[config.mk]
export PLATFORM = sky130hd
export DESIGN_NAME = cla_seq_adder
export DESIGN_NICKNAME = d
export VERILOG_FILES = /design/src/rtl/cla_pkg.sv /design/src/rtl/cla4_slice.sv /design/src/rtl/cla_seq_adder.sv
export SDC_FILE = /design/constraint.sdc
export NUM_CORES = 1
export LEC_CHECK = 0
export CORE_MARGIN = 1.5
export CORE_UTILIZATION = 35
export DETAILED_ROUTE_END_ITERATION = 7
export PLACE_DENSITY = 0.68
export REMOVE_ABC_BUFFERS = 1
export SLEW_MARGIN = 20
export SYNTH_ARGS = -nofsm -noshare
export SYNTH_HDL_FRONTEND = slang
export SYNTH_HIERARCHICAL = 1
export SYNTH_SLANG_ARGS = --single-unit
[constraint.sdc]
create_clock -name clk -period 2.8 [get_ports clk]
set_input_delay 0.28 -clock clk [delete_from_list [all_inputs] [get_ports clk]]
set_output_delay 0.28 -clock clk [all_outputs]
set_load 0.02 [all_outputs]
[src/rtl/cla_pkg.sv]
// Shared definitions for the sequential carry look-ahead adder.
// Holds the controller state encoding and the width of one slice.
package cla_pkg;

  localparam int unsigned NIB = 4;

  typedef enum logic [1:0] {
    IDLE,
    RUN,
    DONE
  } state_t;

endpackage

[src/rtl/cla4_slice.sv]
// Combinational 4-bit carry look-ahead slice.
// Produces the nibble sum and every internal carry so the caller can derive overflow.
module cla4_slice (
  input  logic [3:0] a,
  input  logic [3:0] b,
  input  logic       cin,
  output logic [3:0] sum,
  output logic [3:0] c
);

  logic [3:0] g;
  logic [3:0] p;

  assign g = a & b;
  assign p = a ^ b;

  // Each carry is expanded directly from generate/propagate terms, not rippled.
  assign c[0] = g[0] | (p[0] & cin);
  assign c[1] = g[1] | (p[1] & g[0]) | (p[1] & p[0] & cin);
  assign c[2] = g[2] | (p[2] & g[1]) | (p[2] & p[1] & g[0])
              | (p[2] & p[1] & p[0] & cin);
  assign c[3] = g[3] | (p[3] & g[2]) | (p[3] & p[2] & g[1])
              | (p[3] & p[2] & p[1] & g[0]) | (p[3] & p[2] & p[1] & p[0] & cin);

  assign sum = p ^ {c[2:0], cin};

endmodule

[src/rtl/cla_seq_adder.sv]
// Multi-precision add/subtract built from one 4-bit look-ahead slice.
// One nibble is processed per cycle, LSB first, with the slice carry registered between nibbles.
module cla_seq_adder
  import cla_pkg::*;
#(
  parameter int unsigned WIDTH = 16
) (
  input  logic             clk,
  input  logic             rst,
  input  logic             in_valid,
  output logic             in_ready,
  input  logic [WIDTH-1:0] a,
  input  logic [WIDTH-1:0] b,
  input  logic             cin,
  input  logic             sub,
  output logic             out_valid,
  input  logic             out_ready,
  output logic [WIDTH-1:0] sum,
  output logic             cout,
  output logic             ovf,
  output logic             busy
);

  localparam int unsigned NSLICE = WIDTH / NIB;
  localparam int unsigned IDXW   = (NSLICE > 1) ? $clog2(NSLICE) : 1;
  localparam logic [IDXW-1:0] LAST = IDXW'(NSLICE - 1);

  if ((WIDTH % NIB) != 0 || WIDTH < NIB) begin : g_bad_width
    $error("cla_seq_adder: WIDTH must be a multiple of 4 and at least 4");
  end

  state_t                      state;
  logic [IDXW-1:0]             idx;
  logic                        carry;
  logic [NSLICE-1:0][NIB-1:0]  op_a;
  logic [NSLICE-1:0][NIB-1:0]  op_b;
  logic [NSLICE-1:0][NIB-1:0]  sum_r;

  logic [NIB-1:0] sl_sum;
  logic [NIB-1:0] sl_c;

  cla4_slice u_slice (
    .a   (op_a[idx]),
    .b   (op_b[idx]),
    .cin (carry),
    .sum (sl_sum),
    .c   (sl_c)
  );

  assign sum = sum_r;

  always_ff @(posedge clk or posedge rst) begin
    if (rst) begin
      state     <= IDLE;
      idx       <= '0;
      carry     <= 1'b0;
      op_a      <= '0;
      op_b      <= '0;
      sum_r     <= '0;
      cout      <= 1'b0;
      ovf       <= 1'b0;
      out_valid <= 1'b0;
      busy      <= 1'b0;
      in_ready  <= 1'b1;
    end else begin
      case (state)
        IDLE: begin
          if (in_valid && in_ready) begin
            // Subtraction is a + ~b + 1, so the inverted operand is latched here.
            op_a     <= a;
            op_b     <= sub ? ~b : b;
            carry    <= sub | cin;
            sum_r    <= '0;
            idx      <= '0;
            in_ready <= 1'b0;
            busy     <= 1'b1;
            state    <= RUN;
          end
        end
        RUN: begin
          sum_r[idx] <= sl_sum;
          carry      <= sl_c[3];
          if (idx == LAST) begin
            cout      <= sl_c[3];
            ovf       <= sl_c[2] ^ sl_c[3];
            out_valid <= 1'b1;
            state     <= DONE;
          end else begin
            idx <= idx + 1'b1;
          end
        end
        DONE: begin
          if (out_ready) begin
            out_valid <= 1'b0;
            busy      <= 1'b0;
            in_ready  <= 1'b1;
            state     <= IDLE;
          end
        end
        default: state <= IDLE;
      endcase
    end
  end

endmodule
Figure 1. Clock wires, drivers and flops.
The bar under the picture is 20 microns long.
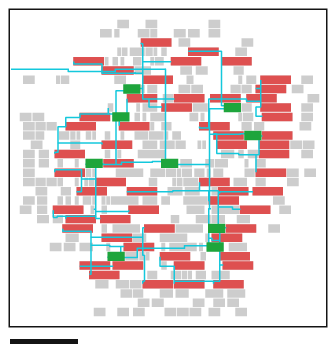
legend:
  green:
    item: cells driving clock nets
    count: 9
  red:
    item: flip-flops
    count: 58
  cyan:
    item: clock wires
    length: 706 microns
routed clock nets: 10

Figure 2. Cell outlines without signal wires.
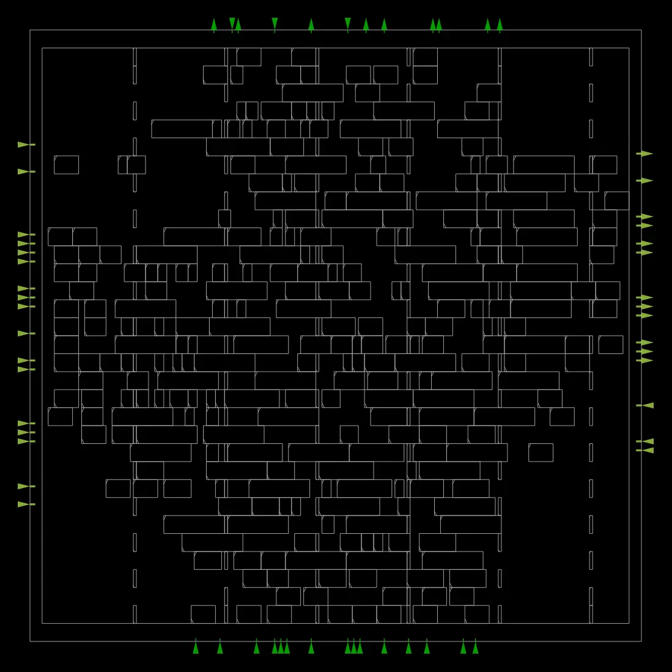
filler instances: 707
Seq/total area: 0.400
Core Area: 0.00773 sq mm
num tapcells: 102

==> flow_summary.toml <==
# yosys + openroad results
[final_layout]
syn2layout_area_growth_pct = 29.6
layout.nets = 329
n_antenna_cell = 0

[routing]
routedWlPerCell_microns = 14.0
drtPass1Iterations = 5
vias = 1856
antenna_left = 0

[clock_tree]
cts_repair_resize_count = 0
ctsLongestPathBuffers = 2
clock_sinks = 58
clockRootBuffer = "clkbuf_8"
insertion_delay_ps = 330

[global_route]
grt_max_degree = 59
grt-ovfl-total = 0
grt_pass1_wl_mm = 9.12
grt.total_usage = 0.140

[synthesis]
ys_warn_count = 6
syn_inst = 218
ys_seq_share = 0.518
top_area_cell = "dfrtp_1"
synth-main-ff-cell = "dfrtp_1"
synthArstFlopShare = 1.00
synth-edff-count = 0
ys_ff = 58
yosys_area_sq_mm = 0.00280

[sta]
hold_violations = 0
rsz0062_at_grt = "no"
setup-tns-final_ps = 0
min_period_over_period = 0.939
relSlewSlack = 0.530
worst_pin_slew_ps = 705

[power_and_ir_drop]
power_mw = 1.58
p_sw_mw = 0.341
vdd_ir_drop_max_v = 0.000215
pwr-share-clk = 0.406
leakagePower_nw = 1.70

[place]
dp_cells = 372
io_buffers = 58
dp_hpwl_mm = 3.93

[worst_setup_path]
crit_type = "reg2reg"
rrSetupSlack_ps = 170
startpoint_type = "flop"

[die]
die_h_microns = 92.5
ios = 59
fp_util = 0.363

[job]
openroad.warnings = 29

[hold_path]
hold_path.class = "in2async"

[outcome]
outcome = "completed"
sequential cells by signal, indices dropped and copies added, names as in the netlist:
register / flops
idx: 2
op_b: 16
in_ready: 1
op_a: 16
state: 2
cout: 1
busy: 1
out_valid: 1
ovf: 1
sum: 16
carry: 1
critical path: stages, from the launching register on:
cell,delay [ps]
dfrtp_1,440
buf_4,210
mux4_2,500
ha_1,330
o21ai_0,180
o21ba_2,180
inv_2,40
a21o_1,200
xor2_1,160
mux2_2,260
placed cells by master, fill, tap and decap left out:
cell type | Yosys | final
fa_1 | 1 | 1
ha_1 | 9 | 9
a21o_1 | 2 | 2
dfrtp_1 | 57 | 57
o21ai_0 | 4 | 4
clkbuf_1 | 0 | 3
nor2_2 | 1 | 1
and3b_1 | 4 | 4
mux4_2 | 8 | 8
a22o_1 | 12 | 12
o31ai_2 | 1 | 1
and4bb_2 | 0 | 1
mux2_4 | 5 | 5
xnor2_1 | 17 | 17
nor3b_2 | 1 | 1
clkdlybuf4s50_1 | 0 | 58
clkbuf_8 | 0 | 10
mux2_2 | 14 | 14
a32o_1 | 4 | 4
nor2b_1 | 1 | 1
xor2_1 | 3 | 3
o22ai_1 | 1 | 1
a21oi_1 | 18 | 18
clkinv_2 | 0 | 3
inv_1 | 6 | 5
o21ba_2 | 1 | 1
inv_2 | 1 | 2
nor2_1 | 25 | 25
dfstp_2 | 1 | 1
buf_4 | 3 | 7
and2b_1 | 1 | 1
a211oi_2 | 1 | 1
nand2_1 | 4 | 4
nor3b_1 | 1 | 1
cell type report:
class | instances | area [sq um]
clock buffer | 13 | 149
clock inverter | 3 | 15.0
fill | 707 | 4100
inverter | 7 | 26.3
multi-input combinational | 140 | 1230
sequential | 58 | 1450
tap | 102 | 128
timing repair buffer | 65 | 633
stage by stage:
step	area (sq um)	util	setup WS (ps)
finish	3630	0.470	172
global route	3630	0.470	24.9
CTS	3630	0.470	152
detailed placement	3470	0.449	180
global placement	3470	0.449	266
floorplan	2710	-	64.1
cell families (layout without fill, tap and decap cells):
logic type / count (synthesis) / after routing / share of synthesized area
AOI/OAI and AO/OA: 44 / 44 / 0.111
xor gates and xnor gates: 20 / 20 / 0.0625
adders and majority gates: 10 / 10 / 0.0473
buffers and inverters: 20 / 88 / 0.0433
DFF: 58 / 58 / 0.518
muxes: 27 / 27 / 0.147
and+or+nand+nor: 39 / 39 / 0.0701
power groups by stage:
stage               Clock [mW]  Sequential (mW)  Combinational (mW)
floorplan                    0            0.854              0.0339
global placement             0            0.854               0.104
detailed placement           0            0.854               0.104
CTS                      0.664            0.838               0.104
global route             0.707            0.837               0.112
finish                   0.643            0.838               0.102
worst max-delay path by stage:
stage | endpoint | depth (start not counted) | slack, ps
2_1_floorplan | ovf | 8 | 60
3_3_place_gp | ovf | 9 | 270
3_5_place_dp | ovf | 9 | 180
4_1_cts | ovf | 9 | 150
5_1_grt | ovf | 9 | 20
6_report | ovf | 9 | 170
layer usage:
layer	part of all wire	wire (microns)	global-route usage
met1	0.49	2670	0.194
met2	0.44	2400	0.204
met3	0.055	301	0.0353
met4	0.014	78	0.0692
met5	0	0	0
No activity file was given, so power comes from the tool's default toggle rates.
